==> config.mk <==
export PLATFORM = sky130hd
export DESIGN_NAME = fetch_unit
export DESIGN_NICKNAME = d
export VERILOG_FILES = /design/src/rtl/fetch_unit_pkg.sv /design/src/rtl/fetch_fifo.sv /design/src/rtl/fetch_unit.sv
export SDC_FILE = /design/constraint.sdc
export NUM_CORES = 1
export LEC_CHECK = 0
export ABC_CLOCK_PERIOD_IN_PS = 2700
export CORE_ASPECT_RATIO = 0.9
export CORE_MARGIN = 2
export CORE_UTILIZATION = 40
export DETAILED_ROUTE_END_ITERATION = 10
export GPL_TIMING_DRIVEN = 0
export PLACE_DENSITY = 0.73
export SLEW_MARGIN = 25
export SYNTH_ARGS = -nofsm -noshare
export SYNTH_HDL_FRONTEND = slang
export SYNTH_HIERARCHICAL = 1
export SYNTH_SLANG_ARGS = --single-unit
==> constraint.sdc <==
create_clock -name clk -period 2.7 [get_ports clk]
set_clock_uncertainty 0.1 [all_clocks]
set_input_delay 0.81 -clock clk [delete_from_list [all_inputs] [get_ports clk]]
set_output_delay 0.81 -clock clk [all_outputs]
set_load 0.005 [all_outputs]
==> src/rtl/fetch_unit_pkg.sv <==
// Shared definitions for the fetch path: FSM encoding and default widths
// used by fetch_unit, data_path and control_unit.
package fetch_unit_pkg;

  localparam int ADDR_W_DEF = 8;
  localparam int DATA_W_DEF = 16;

  typedef enum logic [1:0] {
    FETCH    = 2'd0,
    WAIT_ACK = 2'd1,
    DISCARD  = 2'd2
  } fetch_state_e;

endpackage

==> src/rtl/fetch_fifo.sv <==
// Prefetch buffer: small circular FIFO whose head entry is read straight
// from the storage registers, so a word written at an edge is presented
// immediately after that edge.
module fetch_fifo #(
  parameter  int DATA_W = 16,
  parameter  int DEPTH  = 2,
  localparam int PTR_W  = (DEPTH > 1) ? $clog2(DEPTH) : 1,
  localparam int CNT_W  = PTR_W + 1
) (
  input  logic              clk,
  input  logic              rst_n,
  input  logic              push,
  input  logic              pop,
  input  logic              flush,
  input  logic [DATA_W-1:0] din,
  output logic [DATA_W-1:0] head,
  output logic [CNT_W-1:0]  count,
  output logic              full
);

  logic [DEPTH-1:0][DATA_W-1:0] mem;
  logic [PTR_W-1:0]             rd_ptr;
  logic [PTR_W-1:0]             wr_ptr;
  logic                         push_ok;
  logic                         pop_ok;

  assign full = (count == CNT_W'(DEPTH));
  assign head = mem[rd_ptr];

  // A push into a full buffer is only allowed when a pop frees a slot
  // in the same cycle; a pop on an empty buffer is ignored.
  assign pop_ok  = pop && (count != '0);
  assign push_ok = push && (!full || pop_ok);

  // Storage, pointers and occupancy; flush empties without touching data.
  always_ff @(posedge clk or negedge rst_n) begin
    if (!rst_n) begin
      mem    <= '0;
      rd_ptr <= '0;
      wr_ptr <= '0;
      count  <= '0;
    end else if (flush) begin
      rd_ptr <= '0;
      wr_ptr <= '0;
      count  <= '0;
    end else begin
      if (push_ok) begin
        mem[wr_ptr] <= din;
        wr_ptr      <= wr_ptr + 1'b1;
      end
      if (pop_ok)
        rd_ptr <= rd_ptr + 1'b1;
      case ({push_ok, pop_ok})
        2'b10:   count <= count + 1'b1;
        2'b01:   count <= count - 1'b1;
        default: count <= count;
      endcase
    end
  end

endmodule

==> src/rtl/fetch_unit.sv <==
// Instruction fetch unit: keeps a small prefetch buffer filled from a
// single-outstanding-request memory port and presents the head word with
// its address to the control unit. Jumps flush the buffer; a request that
// is in flight at the time of a jump is completed and its data dropped.
module fetch_unit
  import fetch_unit_pkg::*;
#(
  parameter int ADDR_W   = ADDR_W_DEF,
  parameter int DATA_W   = DATA_W_DEF,
  parameter int DEPTH    = 2,
  parameter int RESET_PC = 0
) (
  input  logic              clk,
  input  logic              rst_n,
  input  logic              increment,
  input  logic              jump,
  input  logic [ADDR_W-1:0] jump_addr,
  output logic              mem_req,
  output logic [ADDR_W-1:0] mem_addr,
  input  logic              mem_ack,
  input  logic [DATA_W-1:0] mem_rdata,
  output logic [DATA_W-1:0] word,
  output logic              word_valid,
  output logic [ADDR_W-1:0] pc
);

  localparam logic [ADDR_W-1:0] RST_ADDR = ADDR_W'(RESET_PC);
  localparam int CNT_W = ((DEPTH > 1) ? $clog2(DEPTH) : 1) + 1;

  fetch_state_e      state;
  logic [ADDR_W-1:0] fetch_addr;
  logic [CNT_W-1:0]  fifo_count;
  logic              fifo_full;
  logic              push;
  logic              pop;

  // Jump wins over both the returning data and the consumer's pop.
  assign push       = (state == WAIT_ACK) && mem_ack && !jump;
  assign pop        = increment && word_valid && !jump;
  assign word_valid = (fifo_count != '0);

  fetch_fifo #(
    .DATA_W (DATA_W),
    .DEPTH  (DEPTH)
  ) u_fifo (
    .clk   (clk),
    .rst_n (rst_n),
    .push  (push),
    .pop   (pop),
    .flush (jump),
    .din   (mem_rdata),
    .head  (word),
    .count (fifo_count),
    .full  (fifo_full)
  );

  // Request FSM. A request is only launched from FETCH with the buffer not
  // full, and no push can happen while in FETCH, so the free slot is
  // guaranteed when the data comes back.
  always_ff @(posedge clk or negedge rst_n) begin
    if (!rst_n) begin
      state      <= FETCH;
      mem_req    <= 1'b0;
      mem_addr   <= RST_ADDR;
      fetch_addr <= RST_ADDR;
    end else begin
      case (state)
        FETCH: begin
          if (jump) begin
            // Buffer is being flushed, so there is room: go straight
            // to the new target.
            fetch_addr <= jump_addr;
            mem_req    <= 1'b1;
            mem_addr   <= jump_addr;
            state      <= WAIT_ACK;
          end else if (!fifo_full) begin
            mem_req  <= 1'b1;
            mem_addr <= fetch_addr;
            state    <= WAIT_ACK;
          end else begin
            mem_req <= 1'b0;
          end
        end
        WAIT_ACK: begin
          if (jump)
            fetch_addr <= jump_addr;
          if (mem_ack) begin
            mem_req <= 1'b0;
            state   <= FETCH;
            if (!jump)
              fetch_addr <= fetch_addr + 1'b1;
          end else if (jump) begin
            // Memory still owes us this transaction; keep the request
            // stable and throw the data away when it arrives.
            state <= DISCARD;
          end
        end
        DISCARD: begin
          if (jump)
            fetch_addr <= jump_addr;
          if (mem_ack) begin
            mem_req <= 1'b0;
            state   <= FETCH;
          end
        end
        default: begin
          mem_req <= 1'b0;
          state   <= FETCH;
        end
      endcase
    end
  end

  // Address of the presented word: follows pops and jumps.
  always_ff @(posedge clk or negedge rst_n) begin
    if (!rst_n)
      pc <= RST_ADDR;
    else if (jump)
      pc <= jump_addr;
    else if (pop)
      pc <= pc + 1'b1;
  end

endmodule

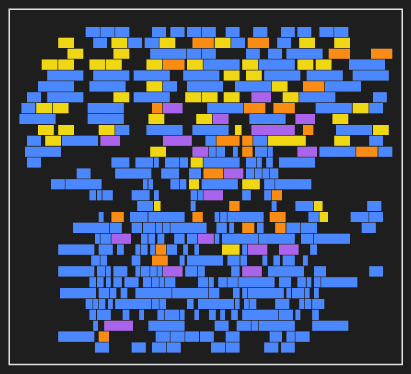
Fig. 1. Drive-strength map (run 1).
(4 px per um)
Key: yellow = _2 cells [cells 48]; purple = _6 and larger [cells 18]; orange = _3 and _4 cells [cells 25]; blue = _0 and _1 cells [cells 270]
count of non-CTS buffers in the layout: 80
Layout area overhead: 33.35%
PnR worst setup slack: 0.07109 ns
design area: 0.004228 mm^2

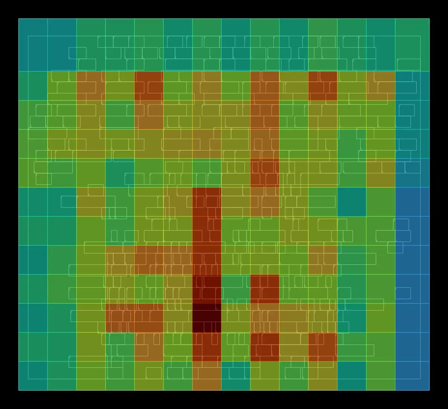
Fig. 2. Track usage over the die (run 1).
end-of-flow core utilization: 0.5548
GRT met1 Usage: 0.2284
met3 GRT Util: 0.04581
WL/cell: 15.40 um

==> impl_metrics.csv, run 1 <==
group,metric,value,unit
outcome,status,"completed",
logic_synthesis,ys_warn_count,6,
power,combPwrFrac,0.362,
route,drt-vias-per-instance,5.309,
clock_tree,root_buffer,"clkbuf_8",
setup_path,worstPathMaxFanout,10,
global_route,grt_pass1_vias,2434,
setup_path,slowest_stage,"or4b_4",
logic_synthesis,avgSynthCellArea,11.40,um^2
layout,dominant_cells,"flip-flops and latches",
route,top_layer,"met4",
die,die_w,97.85,um
layout,num_antenna_cells,0,
power,switching_power,1.115,mW
logic_synthesis,ff_type,"dfrtp_1",
global_route,grt_pass1_wl,11.59,mm
logic_synthesis,synth_nets,313,
power,ir_drop,371.4,uV
logic_synthesis,synth_area,0.003171,mm^2
power,pg_seq,1.49,mW
power,power.leakage,1.845,nW
route,drtAntennaViolNets,0,
clock_tree,clk_latency,0.35,ns
worst_hold_path,hold_path.class,"input port to async pin",
clock_tree,htree_num_levels,3,
clock_tree,cts_hold_buf,0,
logic_synthesis,top_cells_by_area,"dfrtp_1, mux2_2, mux2_4",
power,power.group.top,"registers",
clock_tree,cts_made_buffers,9,
clock_tree,clk_path_buf_depth,2,
logic_synthesis,synth.most_common_cell,"dfrtp_1",
logic_synthesis,ys_types,47,
layout,clockBufferCount,10,
setup_path,cp_cell_sequence,"buf_2, clkbuf_8, buf_6, clkbuf_8, nor2_4, nor3b_2, or4b_4, buf_6, buf_12, mux2_4",
setup_path,crit_arrival,2.76,ns
logic_synthesis,synthXorXnorAreaFrac,0.02210,
setup_path,critPathTopFamily,"buffers and inverters",
sta,grt_setup_unrepaired,"no",
logic_synthesis,ys_area,0.003171,mm^2
placed_design,post-dp-hpwl,4.982,mm
placed_design,dpl-instance-area,0.003964,mm^2
sta,setup_violations,0,
layout,layoutNonFillerInstCount,457,
logic_synthesis,ys_sh_simple,0.1259,
layout,buf_share,0.1850,
layout,seq_area_frac,0.3732,
setup_path,cp-startpoint,"jump",
clock_tree,cts_setup_buffers,5,
layout,sh_comb_area,0.3590,
logic_synthesis,synthCells,278,
global_route,antenna_found_initial,0,
sta,slew-limit-headroom,0.5778,
route,wl_met3,378,um
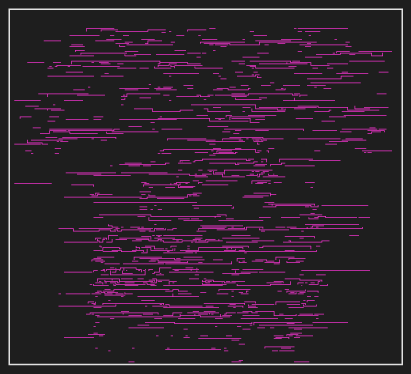
Fig. 3. M1 wires (run 1).
(4 px per um)
The layer holds 46% of the routed length. 352 nets have wire on it. The longest straight run is 32.7 um.
via count: 2426
final WL: 7.038 mm

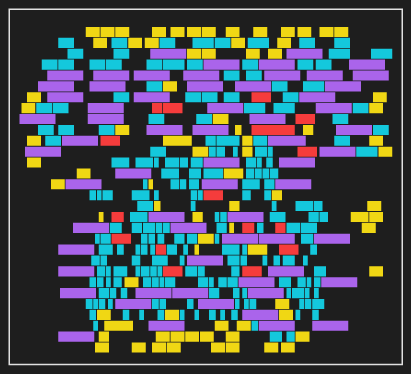
Fig. 4. Placed cells, one color a class (run 1).
(4 px per um)
Key: purple = sequential cells [cells 63]; cyan = combinational and other logic [cells 202]; yellow = remaining buffers and delay cells [cells 80]; red = clock drivers and dummy loads [cells 16]
core area: 0.007620 mm^2
num rows: 30

==> inputs of run 2 (changes only) <==
CTS_BUF_LIST = sky130_fd_sc_hd__clkbuf_4 sky130_fd_sc_hd__clkbuf_8   (was unset)
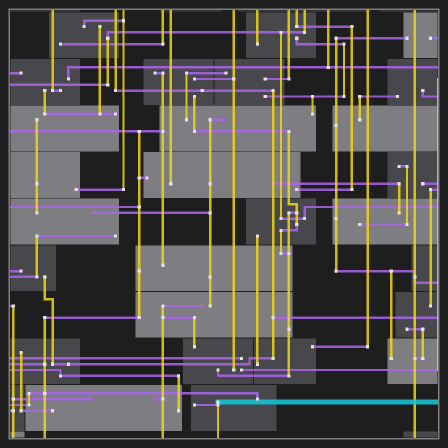
Fig. 5. A small window of the routed layout (run 2).
Window x 12 to 37, y 54 to 79 um. Cells in gray, sequential cells in the stronger gray; small squares are vias.
Key: cyan = metal 3; purple = metal 1; yellow = metal 2
Most frequent: mux2_2 (12), dfrtp_1 (9). Sequential cells in the window: 9. 24 logic cells have their middle in the window. Netlist names of flops here include u_fifo/mem (9).

==> run 2 against run 1 <==
Against the previous run: design area stayed put; critical path depth stayed put; fmax stayed put; critical endpoint unchanged; utilization stayed put; synthesized cell count stayed put; combinational power hardly changed; sequential share of layout area stayed put.
==> impl_metrics.csv, run 2 <==
group,metric,value,unit
layout,clockBufferCount,10,
logic_synthesis,synth.most_common_cell,"dfrtp_1",
setup_path,slowest_stage,"or4b_4",
logic_synthesis,ff_type,"dfrtp_1",
power,ir_drop,371.4,uV
global_route,antenna_found_initial,0,
layout,seq_area_frac,0.3732,
power,combPwrFrac,0.362,
sta,grt_setup_unrepaired,"no",
die,num_rows,30,
layout,dominant_cells,"flip-flops and latches",
route,drtAntennaViolNets,0,
clock_tree,cts_setup_buffers,5,
layout,buf_share,0.1850,
logic_synthesis,synth_nets,313,
power,power.leakage,1.845,nW
logic_synthesis,top_cells_by_area,"dfrtp_1, mux2_2, mux2_4",
route,top_layer,"met4",
setup_path,critPathTopFamily,"buffers and inverters",
layout,num_antenna_cells,0,
die,die_w,97.85,um
outcome,status,"completed",
logic_synthesis,ys_area,0.003171,mm^2
clock_tree,cts_made_buffers,9,
setup_path,worstPathMaxFanout,10,
global_route,grt_pass1_wl,11.59,mm
layout,buffers,80,
layout,final_area,0.004228,mm^2
sta,slew-limit-headroom,0.5778,
route,routed_wirelength,7.038,mm
logic_synthesis,ys_warn_count,6,
layout,area_delta_synth_final,33.35,%
die,core_area,0.007620,mm^2
logic_synthesis,synth_area,0.003171,mm^2
global_route,grt_use_met3,0.04581,
clock_tree,root_buffer,"clkbuf_8",
clock_tree,clk_latency,0.35,ns
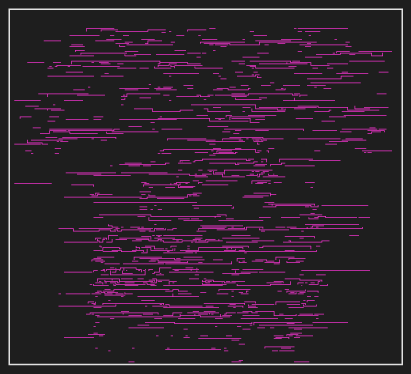
Fig. 6. M1 wires (run 2).
(4 px per um)
The wires run mostly horizontal. The layer carries 3210 um of wire.

Power is estimated from default activity; no workload was simulated.
